File: src/rtl/frame_capture_pkg.sv
// Purpose: shared state encoding, frame geometry defaults and RGB332 layout for frame_capture_ctrl.
// Latency: n/a (declarations only).
// Backpressure: n/a.
package frame_capture_pkg;

  localparam int H_ACTIVE_DFLT     = 640;
  localparam int V_ACTIVE_DFLT     = 480;
  localparam int FRAME_PIXELS_DFLT = H_ACTIVE_DFLT * V_ACTIVE_DFLT;
  localparam int ADDR_W_DFLT       = $clog2(FRAME_PIXELS_DFLT);

  // RGB332 pixel layout: RRRGGGBB
  localparam int RGB332_R_MSB = 7;
  localparam int RGB332_R_LSB = 5;
  localparam int RGB332_G_MSB = 4;
  localparam int RGB332_G_LSB = 2;
  localparam int RGB332_B_MSB = 1;
  localparam int RGB332_B_LSB = 0;

  typedef enum logic [2:0] {
    ST_IDLE,
    ST_SKIP,
    ST_WAIT_FS,
    ST_CAPTURE,
    ST_RD_ADDR,
    ST_RD_WAIT,
    ST_SEND,
    ST_FIN
  } state_e;

  // Bits needed to hold values 0..max_val (at least one bit).
  function automatic int cnt_width(input int max_val);
    return (max_val < 2) ? 1 : $clog2(max_val + 1);
  endfunction

endpackage

File: src/rtl/frame_capture_ctrl_tx_holdoff.sv
// Purpose: UART idle-holdoff counter; ready_o once the line has been idle 2^W-1 cycles.
// Latency: ready_o is registered state, cleared the edge after tx_busy_i is seen high.
// Backpressure: tx_busy_i clears the count; the counter saturates at all-ones while idle.
// Ports: clk, rst (sync, active-high), tx_busy_i (UART data_wait), ready_o (holdoff satisfied).
module tx_holdoff #(
  parameter int W = 13
) (
  input  logic clk,
  input  logic rst,
  input  logic tx_busy_i,
  output logic ready_o
);

  logic [W-1:0] cnt_q;

  always_ff @(posedge clk) begin
    if (rst || tx_busy_i) begin
      cnt_q <= '0;
    end else if (!ready_o) begin
      cnt_q <= cnt_q + 1'b1;
    end
  end

  assign ready_o = &cnt_q;

endmodule

File: src/rtl/frame_capture_ctrl.sv
// Purpose: owns the shared pixel buffer: arm, skip settle frames, capture one RGB332 frame, stream it to the UART.
// Latency: buffer write 1 cycle after pix_valid; each byte costs RD_ADDR+RD_WAIT+SEND plus holdoff/busy wait.
// Backpressure: pixels are never stalled (excess dropped, err_overflow); readout stalls in SEND on tx_busy/holdoff.
// Ports: clk/rst; arm/continuous control; frame_start/frame_end/pix_valid/pix_data camera side;
//        buf_addr/buf_we/buf_wdata/buf_rdata buffer side; tx_data/tx_we/tx_busy UART side;
//        busy/done/pix_count/err_short/err_overflow status.
module frame_capture_ctrl
  import frame_capture_pkg::*;
#(
  parameter int H_ACTIVE    = H_ACTIVE_DFLT,
  parameter int V_ACTIVE    = V_ACTIVE_DFLT,
  parameter int ADDR_W      = ADDR_W_DFLT,
  parameter int SKIP_FRAMES = 2,
  parameter int HOLDOFF_W   = 13
) (
  input  logic              clk,
  input  logic              rst,
  input  logic              arm,
  input  logic              continuous,
  input  logic              frame_start,
  input  logic              frame_end,
  input  logic              pix_valid,
  input  logic [7:0]        pix_data,
  output logic [ADDR_W-1:0] buf_addr,
  output logic              buf_we,
  output logic [7:0]        buf_wdata,
  input  logic [7:0]        buf_rdata,
  output logic [7:0]        tx_data,
  output logic              tx_we,
  input  logic              tx_busy,
  output logic              busy,
  output logic              done,
  output logic [ADDR_W-1:0] pix_count,
  output logic              err_short,
  output logic              err_overflow
);

  // One extra bit so the pointer can reach FRAME_PIXELS itself (the overflow marker).
  localparam int                CNT_W     = ADDR_W + 1;
  localparam logic [CNT_W-1:0]  FP_C      = CNT_W'(H_ACTIVE * V_ACTIVE);
  localparam int                SKIP_W    = cnt_width(SKIP_FRAMES);
  localparam logic [SKIP_W-1:0] SKIP_LAST = SKIP_W'((SKIP_FRAMES > 0) ? SKIP_FRAMES - 1 : 0);

  state_e            state_q;
  logic [SKIP_W-1:0] skip_cnt_q;
  logic [CNT_W-1:0]  wr_ptr_q, wr_ptr_d;
  logic [CNT_W-1:0]  rd_ptr_q, rd_ptr_d;
  logic [CNT_W-1:0]  pix_cnt_q;
  logic              end_q;
  logic [ADDR_W-1:0] buf_addr_q;
  logic              buf_we_q;
  logic [7:0]        buf_wdata_q;
  logic [7:0]        tx_data_q;
  logic              tx_we_q;
  logic              busy_q;
  logic              done_q;
  logic              err_short_q;
  logic              err_overflow_q;
  logic              wr_ok;
  logic              hold_ready;

  tx_holdoff #(
    .W(HOLDOFF_W)
  ) u_holdoff (
    .clk      (clk),
    .rst      (rst),
    .tx_busy_i(tx_busy),
    .ready_o  (hold_ready)
  );

  assign wr_ok    = pix_valid && (wr_ptr_q < FP_C);
  assign wr_ptr_d = wr_ok ? wr_ptr_q + CNT_W'(1) : wr_ptr_q;
  assign rd_ptr_d = rd_ptr_q + CNT_W'(1);

  always_ff @(posedge clk) begin
    if (rst) begin
      state_q        <= ST_IDLE;
      skip_cnt_q     <= '0;
      wr_ptr_q       <= '0;
      rd_ptr_q       <= '0;
      pix_cnt_q      <= '0;
      end_q          <= 1'b0;
      buf_addr_q     <= '0;
      buf_we_q       <= 1'b0;
      buf_wdata_q    <= '0;
      tx_data_q      <= '0;
      tx_we_q        <= 1'b0;
      busy_q         <= 1'b0;
      done_q         <= 1'b0;
      err_short_q    <= 1'b0;
      err_overflow_q <= 1'b0;
    end else begin
      buf_we_q <= 1'b0;
      tx_we_q  <= 1'b0;
      done_q   <= 1'b0;
      case (state_q)
        ST_IDLE: begin
          if (arm) begin
            busy_q     <= 1'b1;
            skip_cnt_q <= '0;
            state_q    <= (SKIP_FRAMES == 0) ? ST_WAIT_FS : ST_SKIP;
          end
        end
        ST_SKIP: begin
          if (frame_end) begin
            skip_cnt_q <= skip_cnt_q + 1'b1;
            if (skip_cnt_q == SKIP_LAST) state_q <= ST_WAIT_FS;
          end
        end
        ST_WAIT_FS: begin
          if (frame_start) begin
            wr_ptr_q       <= '0;
            err_short_q    <= 1'b0;
            err_overflow_q <= 1'b0;
            state_q        <= ST_CAPTURE;
          end
        end
        ST_CAPTURE: begin
          if (end_q) begin
            // Drain cycle: the final write (if any) is on the bus now, so the
            // buffer is released to readout only after it has landed.
            end_q <= 1'b0;
            if (pix_cnt_q == '0) begin
              done_q  <= 1'b1;
              state_q <= ST_FIN;
            end else begin
              rd_ptr_q   <= '0;
              buf_addr_q <= '0;
              state_q    <= ST_RD_ADDR;
            end
          end else if (frame_start && !frame_end) begin
            // frame_end was lost: restart the frame and flag it.
            wr_ptr_q    <= '0;
            err_short_q <= 1'b1;
          end else begin
            if (wr_ok) begin
              buf_we_q    <= 1'b1;
              buf_addr_q  <= wr_ptr_q[ADDR_W-1:0];
              buf_wdata_q <= pix_data;
            end
            if (pix_valid && !wr_ok) err_overflow_q <= 1'b1;
            wr_ptr_q <= wr_ptr_d;
            if (frame_end) begin
              pix_cnt_q <= wr_ptr_d;
              if (wr_ptr_d < FP_C) err_short_q <= 1'b1;
              end_q <= 1'b1;
            end
          end
        end
        ST_RD_ADDR: state_q <= ST_RD_WAIT;
        ST_RD_WAIT: begin
          tx_data_q <= buf_rdata;
          state_q   <= ST_SEND;
        end
        ST_SEND: begin
          if (!tx_busy && hold_ready) begin
            tx_we_q  <= 1'b1;
            rd_ptr_q <= rd_ptr_d;
            if (rd_ptr_q == pix_cnt_q - CNT_W'(1)) begin
              done_q  <= 1'b1;
              state_q <= ST_FIN;
            end else begin
              buf_addr_q <= rd_ptr_d[ADDR_W-1:0];
              state_q    <= ST_RD_ADDR;
            end
          end
        end
        ST_FIN: begin
          busy_q  <= continuous;
          state_q <= continuous ? ST_WAIT_FS : ST_IDLE;
        end
        default: state_q <= ST_IDLE;
      endcase
    end
  end

  assign buf_addr     = buf_addr_q;
  assign buf_we       = buf_we_q;
  assign buf_wdata    = buf_wdata_q;
  assign tx_data      = tx_data_q;
  assign tx_we        = tx_we_q;
  assign busy         = busy_q;
  assign done         = done_q;
  assign pix_count    = pix_cnt_q[ADDR_W-1:0];
  assign err_short    = err_short_q;
  assign err_overflow = err_overflow_q;

endmodule

File: config.mk
export PLATFORM = sky130hd
export DESIGN_NAME = frame_capture_ctrl
export DESIGN_NICKNAME = d
export VERILOG_FILES = /design/src/rtl/frame_capture_pkg.sv /design/src/rtl/frame_capture_ctrl_tx_holdoff.sv /design/src/rtl/frame_capture_ctrl.sv
export SDC_FILE = /design/constraint.sdc
export NUM_CORES = 1
export LEC_CHECK = 0
export CAP_MARGIN = 30
export CELL_PAD_IN_SITES_DETAIL_PLACEMENT = 0
export CELL_PAD_IN_SITES_GLOBAL_PLACEMENT = 2
export CORE_ASPECT_RATIO = 0.9
export CORE_UTILIZATION = 35
export DETAILED_ROUTE_END_ITERATION = 8
export PLACE_DENSITY = 0.88
export SKIP_CTS_REPAIR_TIMING = 1
export SYNTH_ARGS = -nofsm -noshare
export SYNTH_HDL_FRONTEND = slang
export SYNTH_SLANG_ARGS = --single-unit
export TNS_END_PERCENT = 50
File: constraint.sdc
create_clock -name clk -period 4.5 [get_ports clk]
set_input_delay 0.675 -clock clk [delete_from_list [all_inputs] [get_ports clk]]
set_output_delay 0.675 -clock clk [all_outputs]
set_load 0.05 [all_outputs]
==> images/pdn.png <==
Bar = 50 um. Pins as bars on the die edge. Tap cells in gray.
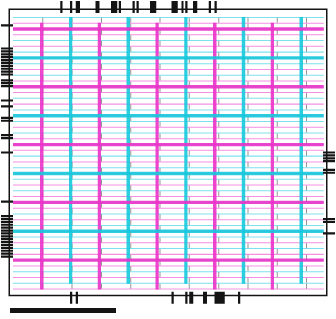
Cyan stands for VDD. Magenta stands for VSS.
84 signal pins sit on the boundary. The core has 47 rows. 9 straps on met5. 245 tap cells. 10 straps on met4.

==> images/cell_classes.png <==
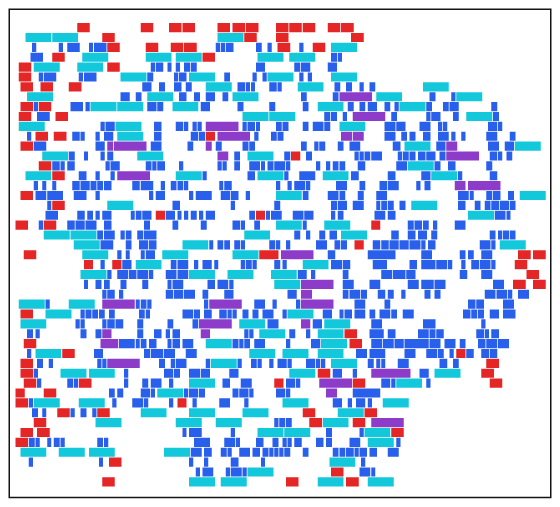
Red stands for other buffers and delay cells, cells 95. Purple stands for clock drivers and dummy loads, cells 31. Cyan stands for flip-flops, cells 120. Blue stands for all other logic, cells 686.
Util after Layout: 43.8%
total core area: 0.0187 mm^2
Placement Rows: 47
Seq area share: 29.3%
Finished Cell Area: 0.00819 mm^2

==> images/clock_map.png <==
Bar = 50 um.
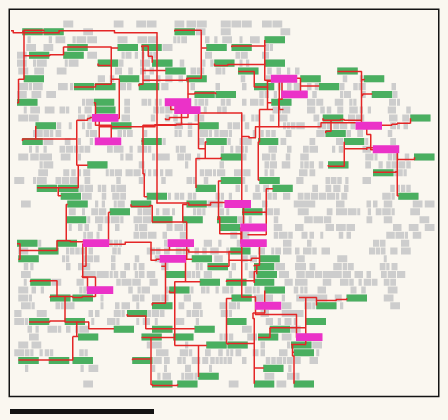
Green stands for flip-flops, count 120. Magenta stands for cells driving clock nets, count 17. Red stands for clock wires, length 1850 um.
There are 18 routed clock nets. Position of the flops: all over the die.
Late-Pin Clk Latency: 0.42 ns
Setup Skew: 0.00927 ns

==> images/metal_stack.png <==
Bar = 50 um. Only two layers are drawn.
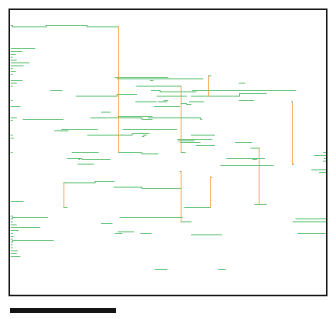
Orange stands for met4, wire length 205 um. Green stands for met3, wire length 1050 um.

==> reports/results.tsv <==
metric	value	unit
synth-main-ff-cell	dfxtp_1	
fin_setup_tns	0	ns
final-max-slew-violation-count	0	
start_kind	flop	
timing.rr.end	buf_addr[7]$_SDFFE_PP0P_	
stdcell_count	1177	
vias	6409	
vias_per_cell	5.45	
io_pins	84	
cp_max_fo	19	
largest_cell_class	combinational gates	
hold_ws	0.453	ns
fp_nets	917	
flops	120	
drt_drc_violations_left	0	
clock_sinks	120	
synth.avg_cell_area	7.64	um^2
worstSetupStartpoint	pix_cnt_q[0]$_SDFFE_PP0P_	
maxCapViolCount	0	
cts_buffers	17	
setup_viol	0	
simple_gate_share	27.6	%
yosys-stat-area	0.00678	mm^2
grt_max_degree	58	
grt_antenna_before_repair	0	
yosysTopAreaCell	dfxtp_1	
num-fill-cells	1952	
cp_slowest_cell	or4_1	
grt_pass1_wl	33.1	mm
comb_power_share	25.5	%
synthArstFlopShare	0	%
edf_count	0	
arrival	3.64	ns
bufAreaShareNonClock	11.3	%
lay_top_cells	nor2_1, dfxtp_1, clkdlybuf4s50_1	
n_all_inverters	11	
relSlewSlack	40.4	%
power.switching	1.15	mW
yosysMostFrequentCell	nor2_1	
synth_seq_share	35.4	%
common_cells	nor2_1, dfxtp_1, nand2_1	
cts_buffer_depth	2	
gp_congestion	0.807	
seq_area	0.00240	mm^2
status	completed	
yosysTopAreaCellShare	35.4	%
die_h	134	um
syn_to_final_growth	20.8	%
first_iter_violations	523	
drive_above_1_share	6.33	%
antenna_cells	0	
dp.cells	1146	
buffers_excl_clock	95	
logic_gates	675	
yosys_cells	888	
ys_types	69	
cts_tree	yes	
ant_nets	0	
max-vdd-ir-drop	0.000251	V
synth_area	0.00678	mm^2
cpPeakStageDelay	0.60	ns
max_freq	297	MHz
reg2reg_from	pix_cnt_q[0]$_SDFFE_PP0P_	
cts_max_level	4	
power.density	410	mW/mm^2
synth_cells	888	
hpwlAfterDp	15.1	mm
area_leaders	dfxtp_1, nor2_1, xnor2_1	
fp_util	36.3	%
worstMarginPinSlew	0.893	ns
p_clk_share	39.1	%
min-delay-start	buf_wdata[5]$_SDFFE_PP0P_	
layout.nets	949	
n_clock_buffer	18	
path_delay_family	simple AND/OR/NAND/NOR gates	
portBuffers	83	
yosys_warnings	0	
rrSetupSlack	1.13	ns
ys_sh_xor	8.39	%
internal_power	2.21	mW
fin_ws	1.13	ns
dr.pass1.iters	5	
warnings	26	
mostFrequentLayoutCell	nor2_1	
final-comb-area	0.00395	mm^2
hold_path_end	buf_wdata[5]$_SDFFE_PP0P_	
avgRoutedWirePerCell	17.9	um
clock-root-buffer	clkbuf_16	
die_w	149	um
power groups by stage:
stage,Sequential [mW],Clock (mW),Combinational (mW)
floorplan,1.21,0,0.637
global placement,1.21,0,0.851
detailed placement,1.21,0,0.851
CTS,1.19,1.34,0.856
global route,1.20,1.38,0.952
finish,1.19,1.31,0.858
layer usage:
metal	vias to the layer above	wire length, um	track usage, %
met5	-	0	0
met4	0	205	5.73
met3	18	1050	4.56
met2	164	9240	31.7
met1	3027	10600	31.6
li1	3200	-	-
cell families (layout without fill, tap and decap cells):
group,after synthesis,in the layout
flip-flops,120,120
XOR/XNOR,65,65
AND/OR/NAND/NOR,379,379
buffers and inverters,93,137
multiplexers,13,13
adder cells (fa/ha/maj),5,5
AND-OR/OR-AND,213,213
Power and IR drop assume default switching activity.
